--- src/rtl/ram_arb_pkg.sv ---
// ram_arb_pkg: shared types and constants for the RAM port arbiter.
//   - arb_state_t : arbiter FSM states
//   - SZ_*        : access-size codes understood by the RAM controller
//   - port_id_t   : identifies one of the two requesters
//   - is_half_code/is_byte_code : size-code classification helpers
package ram_arb_pkg;

    typedef enum logic [1:0] {
        IDLE   = 2'd0,
        SERVE0 = 2'd1,
        SERVE1 = 2'd2
    } arb_state_t;

    localparam logic [2:0] SZ_B  = 3'b001;  // byte, sign-extended
    localparam logic [2:0] SZ_H  = 3'b010;  // half, sign-extended
    localparam logic [2:0] SZ_BU = 3'b101;  // byte, zero-extended
    localparam logic [2:0] SZ_HU = 3'b110;  // half, zero-extended

    typedef logic port_id_t;
    localparam port_id_t PORT0 = 1'b0;
    localparam port_id_t PORT1 = 1'b1;

    function automatic logic is_half_code(input logic [2:0] code);
        return (code == SZ_H) || (code == SZ_HU);
    endfunction

    function automatic logic is_byte_code(input logic [2:0] code);
        return (code == SZ_B) || (code == SZ_BU);
    endfunction

endpackage

--- src/rtl/ram_arb_align_chk.sv ---
// ram_arb_align_chk: combinational alignment checker.
//   i_ctrl    : access-size code of the access being served
//   i_addr_lo : address bits [1:0] of that access
//   o_err     : 1 when a half access is odd or a word access is not 4-aligned
// Any code that is neither byte nor half is treated as a word access.
import ram_arb_pkg::*;

module ram_arb_align_chk (
    input  logic [2:0] i_ctrl,
    input  logic [1:0] i_addr_lo,
    output logic       o_err
);

    logic w_half;
    logic w_word;

    assign w_half = is_half_code(i_ctrl);
    assign w_word = !w_half && !is_byte_code(i_ctrl);
    assign o_err  = (w_half && i_addr_lo[0]) || (w_word && (i_addr_lo != 2'b00));

endmodule

--- src/rtl/ram_port_arbiter.sv ---
// ram_port_arbiter: shares one RAM-controller port between P0 (CPU load/store
// unit) and P1 (debug/program loader) with round-robin fairness.
//   clk, reset                : clock, synchronous active-high reset
//   p0_* / p1_* (inputs)      : req, we, addr, wData, ctrl of each requester
//   p0_* / p1_* (outputs)     : one-cycle ack, rData (valid with ack on reads), err
//   ram_we/addr/wData/ctrl    : towards the RAM controller
//   ram_rData                 : combinational read data from the RAM controller
// Optional: define RAM_ARB_ALIGN_CHECK_EN to reject misaligned half/word
// accesses with ack+err and no write; otherwise they pass through.
import ram_arb_pkg::*;

module ram_port_arbiter #(
    parameter int ADDR_W = 32,
    parameter int DATA_W = 32,
    parameter int CTRL_W = 3
) (
    input  logic              clk,
    input  logic              reset,
    input  logic              p0_req,
    input  logic              p0_we,
    input  logic [ADDR_W-1:0] p0_addr,
    input  logic [DATA_W-1:0] p0_wData,
    input  logic [CTRL_W-1:0] p0_ctrl,
    output logic              p0_ack,
    output logic [DATA_W-1:0] p0_rData,
    output logic              p0_err,
    input  logic              p1_req,
    input  logic              p1_we,
    input  logic [ADDR_W-1:0] p1_addr,
    input  logic [DATA_W-1:0] p1_wData,
    input  logic [CTRL_W-1:0] p1_ctrl,
    output logic              p1_ack,
    output logic [DATA_W-1:0] p1_rData,
    output logic              p1_err,
    output logic              ram_we,
    output logic [ADDR_W-1:0] ram_addr,
    output logic [DATA_W-1:0] ram_wData,
    output logic [CTRL_W-1:0] ram_ctrl,
    input  logic [DATA_W-1:0] ram_rData
);

    arb_state_t r_state;
    arb_state_t w_state_nxt;
    port_id_t   r_last_srv;
    logic       w_err_cond;

`ifdef RAM_ARB_ALIGN_CHECK_EN
    logic [CTRL_W-1:0] w_sel_ctrl;
    logic [1:0]        w_sel_addr_lo;

    assign w_sel_ctrl    = (r_state == SERVE1) ? p1_ctrl : p0_ctrl;
    assign w_sel_addr_lo = (r_state == SERVE1) ? p1_addr[1:0] : p0_addr[1:0];

    ram_arb_align_chk u_align_chk (
        .i_ctrl    (w_sel_ctrl),
        .i_addr_lo (w_sel_addr_lo),
        .o_err     (w_err_cond)
    );
`else
    assign w_err_cond = 1'b0;
`endif

    // State register and round-robin history; a serve cycle always records its port.
    always_ff @(posedge clk) begin
        if (reset) begin
            r_state    <= IDLE;
            r_last_srv <= PORT1;
        end else begin
            r_state <= w_state_nxt;
            if (r_state == SERVE0) begin
                r_last_srv <= PORT0;
            end else if (r_state == SERVE1) begin
                r_last_srv <= PORT1;
            end else begin
                r_last_srv <= r_last_srv;
            end
        end
    end

    // Next-state selection and the served port's RAM/handshake outputs.
    always_comb begin
        w_state_nxt = r_state;
        ram_we      = 1'b0;
        ram_addr    = {ADDR_W{1'b0}};
        ram_wData   = {DATA_W{1'b0}};
        ram_ctrl    = {CTRL_W{1'b0}};
        p0_ack      = 1'b0;
        p0_err      = 1'b0;
        p0_rData    = {DATA_W{1'b0}};
        p1_ack      = 1'b0;
        p1_err      = 1'b0;
        p1_rData    = {DATA_W{1'b0}};
        case (r_state)
            IDLE: begin
                if (p0_req && p1_req) begin
                    // Tie: serve the port that was not served last.
                    w_state_nxt = (r_last_srv == PORT1) ? SERVE0 : SERVE1;
                end else if (p0_req) begin
                    w_state_nxt = SERVE0;
                end else if (p1_req) begin
                    w_state_nxt = SERVE1;
                end else begin
                    w_state_nxt = IDLE;
                end
            end
            SERVE0: begin
                ram_addr  = p0_addr;
                ram_wData = p0_wData;
                ram_ctrl  = p0_ctrl;
                ram_we    = p0_we && p0_req && !w_err_cond && !reset;
                p0_ack    = p0_req && !reset;
                p0_err    = p0_req && w_err_cond && !reset;
                if (p0_req && !p0_we && !w_err_cond && !reset) begin
                    p0_rData = ram_rData;
                end else begin
                    p0_rData = {DATA_W{1'b0}};
                end
                // P0's req this cycle belongs to the current transaction.
                w_state_nxt = p1_req ? SERVE1 : IDLE;
            end
            SERVE1: begin
                ram_addr  = p1_addr;
                ram_wData = p1_wData;
                ram_ctrl  = p1_ctrl;
                ram_we    = p1_we && p1_req && !w_err_cond && !reset;
                p1_ack    = p1_req && !reset;
                p1_err    = p1_req && w_err_cond && !reset;
                if (p1_req && !p1_we && !w_err_cond && !reset) begin
                    p1_rData = ram_rData;
                end else begin
                    p1_rData = {DATA_W{1'b0}};
                end
                w_state_nxt = p0_req ? SERVE0 : IDLE;
            end
            default: begin
                w_state_nxt = IDLE;
            end
        endcase
    end

endmodule

--- config.mk ---
export PLATFORM = sky130hd
export DESIGN_NAME = ram_port_arbiter
export DESIGN_NICKNAME = d
export VERILOG_FILES = /design/src/rtl/ram_arb_pkg.sv /design/src/rtl/ram_arb_align_chk.sv /design/src/rtl/ram_port_arbiter.sv
export SDC_FILE = /design/constraint.sdc
export NUM_CORES = 1
export LEC_CHECK = 0
export ABC_CLOCK_PERIOD_IN_PS = 1900
export CORE_AREA = 2 2 118 120
export DETAILED_ROUTE_END_ITERATION = 16
export DIE_AREA = 0 0 120 122
export DONT_BUFFER_PORTS = 1
export SLEW_MARGIN = 10
export SYNTH_ARGS = -nofsm -noshare
export SYNTH_HDL_FRONTEND = slang
export SYNTH_SLANG_ARGS = --single-unit
--- constraint.sdc ---
create_clock -name clk -period 1.9 [get_ports clk]
set_clock_uncertainty 0.1 [all_clocks]
set_input_delay 0.285 -clock clk [delete_from_list [all_inputs] [get_ports clk]]
set_output_delay 0.285 -clock clk [all_outputs]
set_load 0.005 [all_outputs]
==> results_dict.tcl <==
# implementation run metrics
set metrics [dict create \
    p_clk_w 0.000341 \
    switching_share_pct 28.3 \
    hold_path.class "primary input to flip-flop" \
    pg_seq_w 0.0000718 \
    layout_top_cell "a22o_1" \
    synth-async-reset-ratio_pct 0 \
    hold_path_end "r_state[0]" \
    cp_cell_sequence "buf_6 > ha_4 > and3b_2 > nor2b_4 > clkbuf_16 > and2_4" \
    yosysSeqAreaShare_pct 4.16 \
    grt_max_degree 33 \
    ys_ff 3 \
    regArea_um2 67.6 \
    place_congestion 0.830 \
    avgSynthCellArea_um2 7.80 \
    cp_slowest_stage_delay_ns 0.36 \
    largest_reg_flops 2 \
    cpLargestDelayFamily "simple AND/OR/NAND/NOR gates" \
    pre_cts_slack_ns -0.0249 \
    layout.cells.most_common_list "45 x a22o_1, 37 x and2_1, 29 x and2_4, 22 x a22o_4, 9 x buf_16" \
    xor_share_pct 0 \
    combPwrFrac_pct 40.1 \
    critPathArrivalTime_ns 1.60 \
    viasPerCell 4.75 \
    common_cells "67 x a22o_1, 65 x and2_1, 11 x buf_4, 8 x buf_2, 6 x ha_1" \
    nets 372 \
    setup_slack_ns -0.0892 \
    drtPass1Iterations 4 \
    mux_area_share_pct 0 \
    wirelength_um 9970 \
    startpoint_type "flip-flop" \
    wl_per_cell_um 26.7 \
    whs_path_depth 1 \
    use_met2_pct 20.7 \
    fin_tns_setup_ns -7.22 \
    use_met1_pct 12.3 \
    path_class "flip-flop to output pin" \
    final-nonclk-buf-share_pct 21.6 \
    cts.path.max_buffers 2 \
    synthCells 185 \
    ctsHoldBuffers 0 \
    drc_errors 0 \
    crit_buf_inv 2 \
    setup_viol_count_final 131 \
    syn_area_mm2 0.00144 \
    crit_start "r_state[0]" \
    rsz0062_at_grt "true" \
    end_kind "output pin" \
    simple_gate_share_pct 35.3 \
    drtIter0Drc 73 \
    h-tree-depth 1 \
    slew_violations 0 \
    pwr-share-clk_pct 49.5 \
    clkLatencyLatePin_ns 0.23 \
    drive_gt1_share_pct 47.7 \
    overflow 0 \
    diodes 0 \
    topCellsByArea "a22o_1 41%, and2_1 28%, buf_4 5.7%, ha_1 5.2%, dfxtp_1 4.2%" \
    rr_endpoint "r_state[1]" \
    clk_pin_slew_ns 0.03 \
    numCtsBuffers 3 \
    fmax_ghz 0.503 \
    warnings 33 \
    slowest_stage "dfxtp_4" \
    violations "setup timing" \
    clock-sinks 3 \
    finalPower_w 0.000689 \
    comb_share_pct 62.4 \
    ff_type "dfxtp_1" \
    crit_fanout 8 \
    clk_share_pct 3.29 \
    rrSetupSlack_ns 0.64 \
    worst_ir_drop_vdd_v 0.000285 \
    comb_area_mm2 0.00149 \
    ys_warn_count 0 \
    route.vias.total 1772 \
    top_cell "a22o_1" \
    num-nonclk-inverters 2 \
    required_ns 1.51 \
    dieArea_mm2 0.0146 \
    reg2reg_depth 4 \
    synthDistinctLibCells 20 \
    detail-route-antenna-nets 0 \
    status "complete, but fails checks" \
    busiest_layer "met2" \
    hold_start "reset" \
    antenna_found_initial 0 \
    reg_top3 "r_state (2), r_last_srv (1)" \
    comb-power_w 0.000276 \
    p_switching_w 0.000195 \
    grt_pass1_vias 1655 \
    ys_area_mm2 0.00144 \
    yosysTopAreaCell "a22o_1" \
    placed_area_mm2 0.00161 \
    rr_startpoint "r_state[0]" \
    top_area_cell_class "combinational gates" \
    ys_sh_adder_pct 5.20 \
    aoi_share_pct 42.2 \
    met3_usage_pct 1.50 \
    power.group.top "clock" \
    cts_tree "yes" \
    intPower_w 0.000494 \
    period_minus_slack_ns 1.99 \
    fin_crit_sh_pct 105 \
    p_leak_nw 1.00 \
    grt_pass1_wl_um 11300 \
    top_area_share_pct 40.6 \
    logic_gates 157 \
    grt.total_usage_pct 11.2 \
    io_pins 308 \
    yosys_cells 185 \
    whs_ns 0.0262 \
]
==> metal layers <==
| metal | wire length, um | part of all wire, % |
|---|---|---|
| met2 | 5170 | 52 |
| met3 | 745 | 7.5 |
| met5 | 0 | 0 |
| met4 | 450 | 4.5 |
| met1 | 3610 | 36 |
==> worst max-delay path by stage <==
stage | endpoint | slack [ns] | depth (start not counted)
6_report | p0_rData[17] | -0.09 | 6
3_5_place_dp | ram_wData[28] | -0.02 | 5
3_3_place_gp | ram_wData[28] | 0.07 | 5
5_1_grt | p0_rData[17] | -0.16 | 6
2_1_floorplan | ram_addr[0] | 0.01 | 7
4_1_cts | p0_rData[23] | -0.1 | 6
==> what timing repair did <==
action	4_1_cts	5_1_grt
hold endpoints to repair	0	0
pin swaps	59	26
setup endpoints to repair	131	131
setup buffers	4	3
resized	49	28
cloned	8	4
Figure 1. Cells coloured by class.
The bar under the picture is 20 um long. Fill, decap, tap and diode cells in grey.
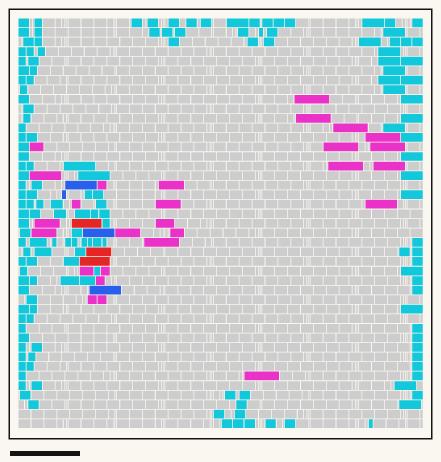
[combinational and other logic] cyan | cells: 159 | share of their area: 69%
[remaining buffers and delay cells] magenta | cells: 27 | share of their area: 24%
[clock drivers and dummy loads] blue | cells: 4 | share of their area: 3.6%
[sequential cells] red | cells: 3 | share of their area: 3.1%
Cell Rows: 43
sequential cell area share: 2.82%

Figure 2. Placement density heat map.
The die is cut into 12 by 12 equal tiles; white is low, dark blue is high, 0 to 100% covered.
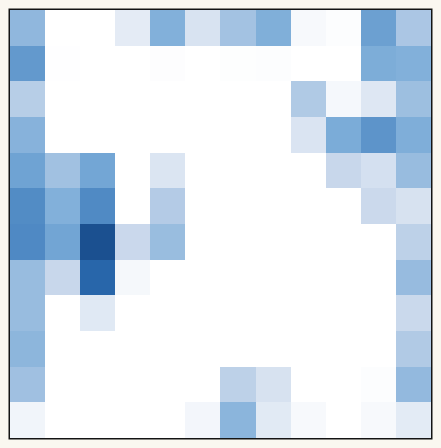
densest ninth of the die: west
mean over tiles: 15%
tiles over 75% full: 1.4%
Finished Core Util: 17.7%
Initial Util: 10.7%
core area: 0.0135 mm2

Figure 3. Sizing map.
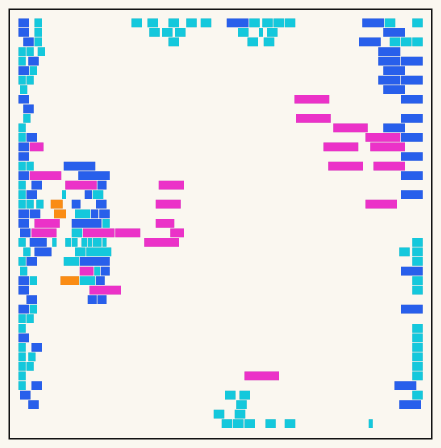
[_6 and larger] magenta | cells: 24 | share: 12% | most used: buf_16
[_0 and _1 cells] cyan | cells: 101 | share: 52% | most used: a22o_1
[_3 and _4 cells] blue | cells: 65 | share: 34% | most used: and2_4
[_2 cells] orange | cells: 3 | share: 1.6% | most used: and3b_2
Area Overhead vs Synth: 65.9%
post-route cell area: 0.00239 mm2
fin worst setup slack: -0.0892 ns
Non-clk bufs: 27

Figure 4. Cell outlines without signal wires.
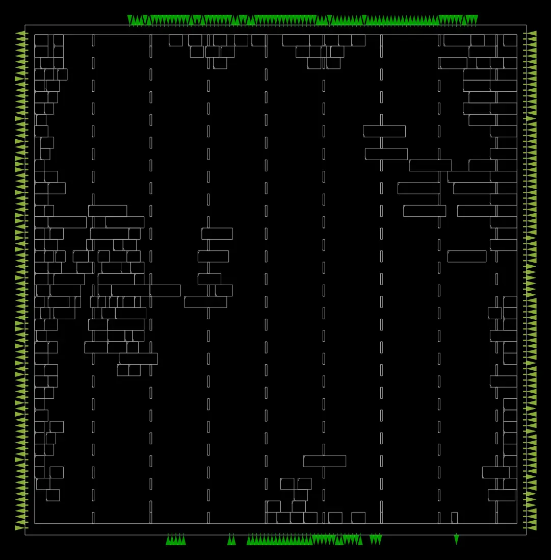
tapcell count: 180
FF+latch count: 3
Layout fillers: 1484
Layout Cells excl Fill: 373

Figure 5. I/O pins on the die edge.
The bar under the picture is 20 um long. Pins as bars across the die edge, other pins in grey.
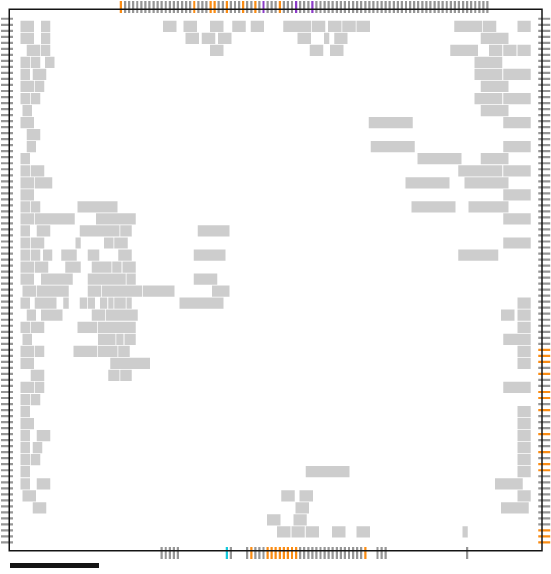
[clk] cyan | pins: 1 | direction: input | edge: south
[p1_ctrl] purple | pins: 3 | direction: input | edge: north
[p0_addr] orange | pins: 32 | direction: input | edge: 14 east, 10 south, 8 north
all pins by edge: 91 north, 88 west, 88 east, 41 south
# port buffers: 0
Die W: 120 um
Die Y: 122 um

Power is estimated from default activity; no workload was simulated.
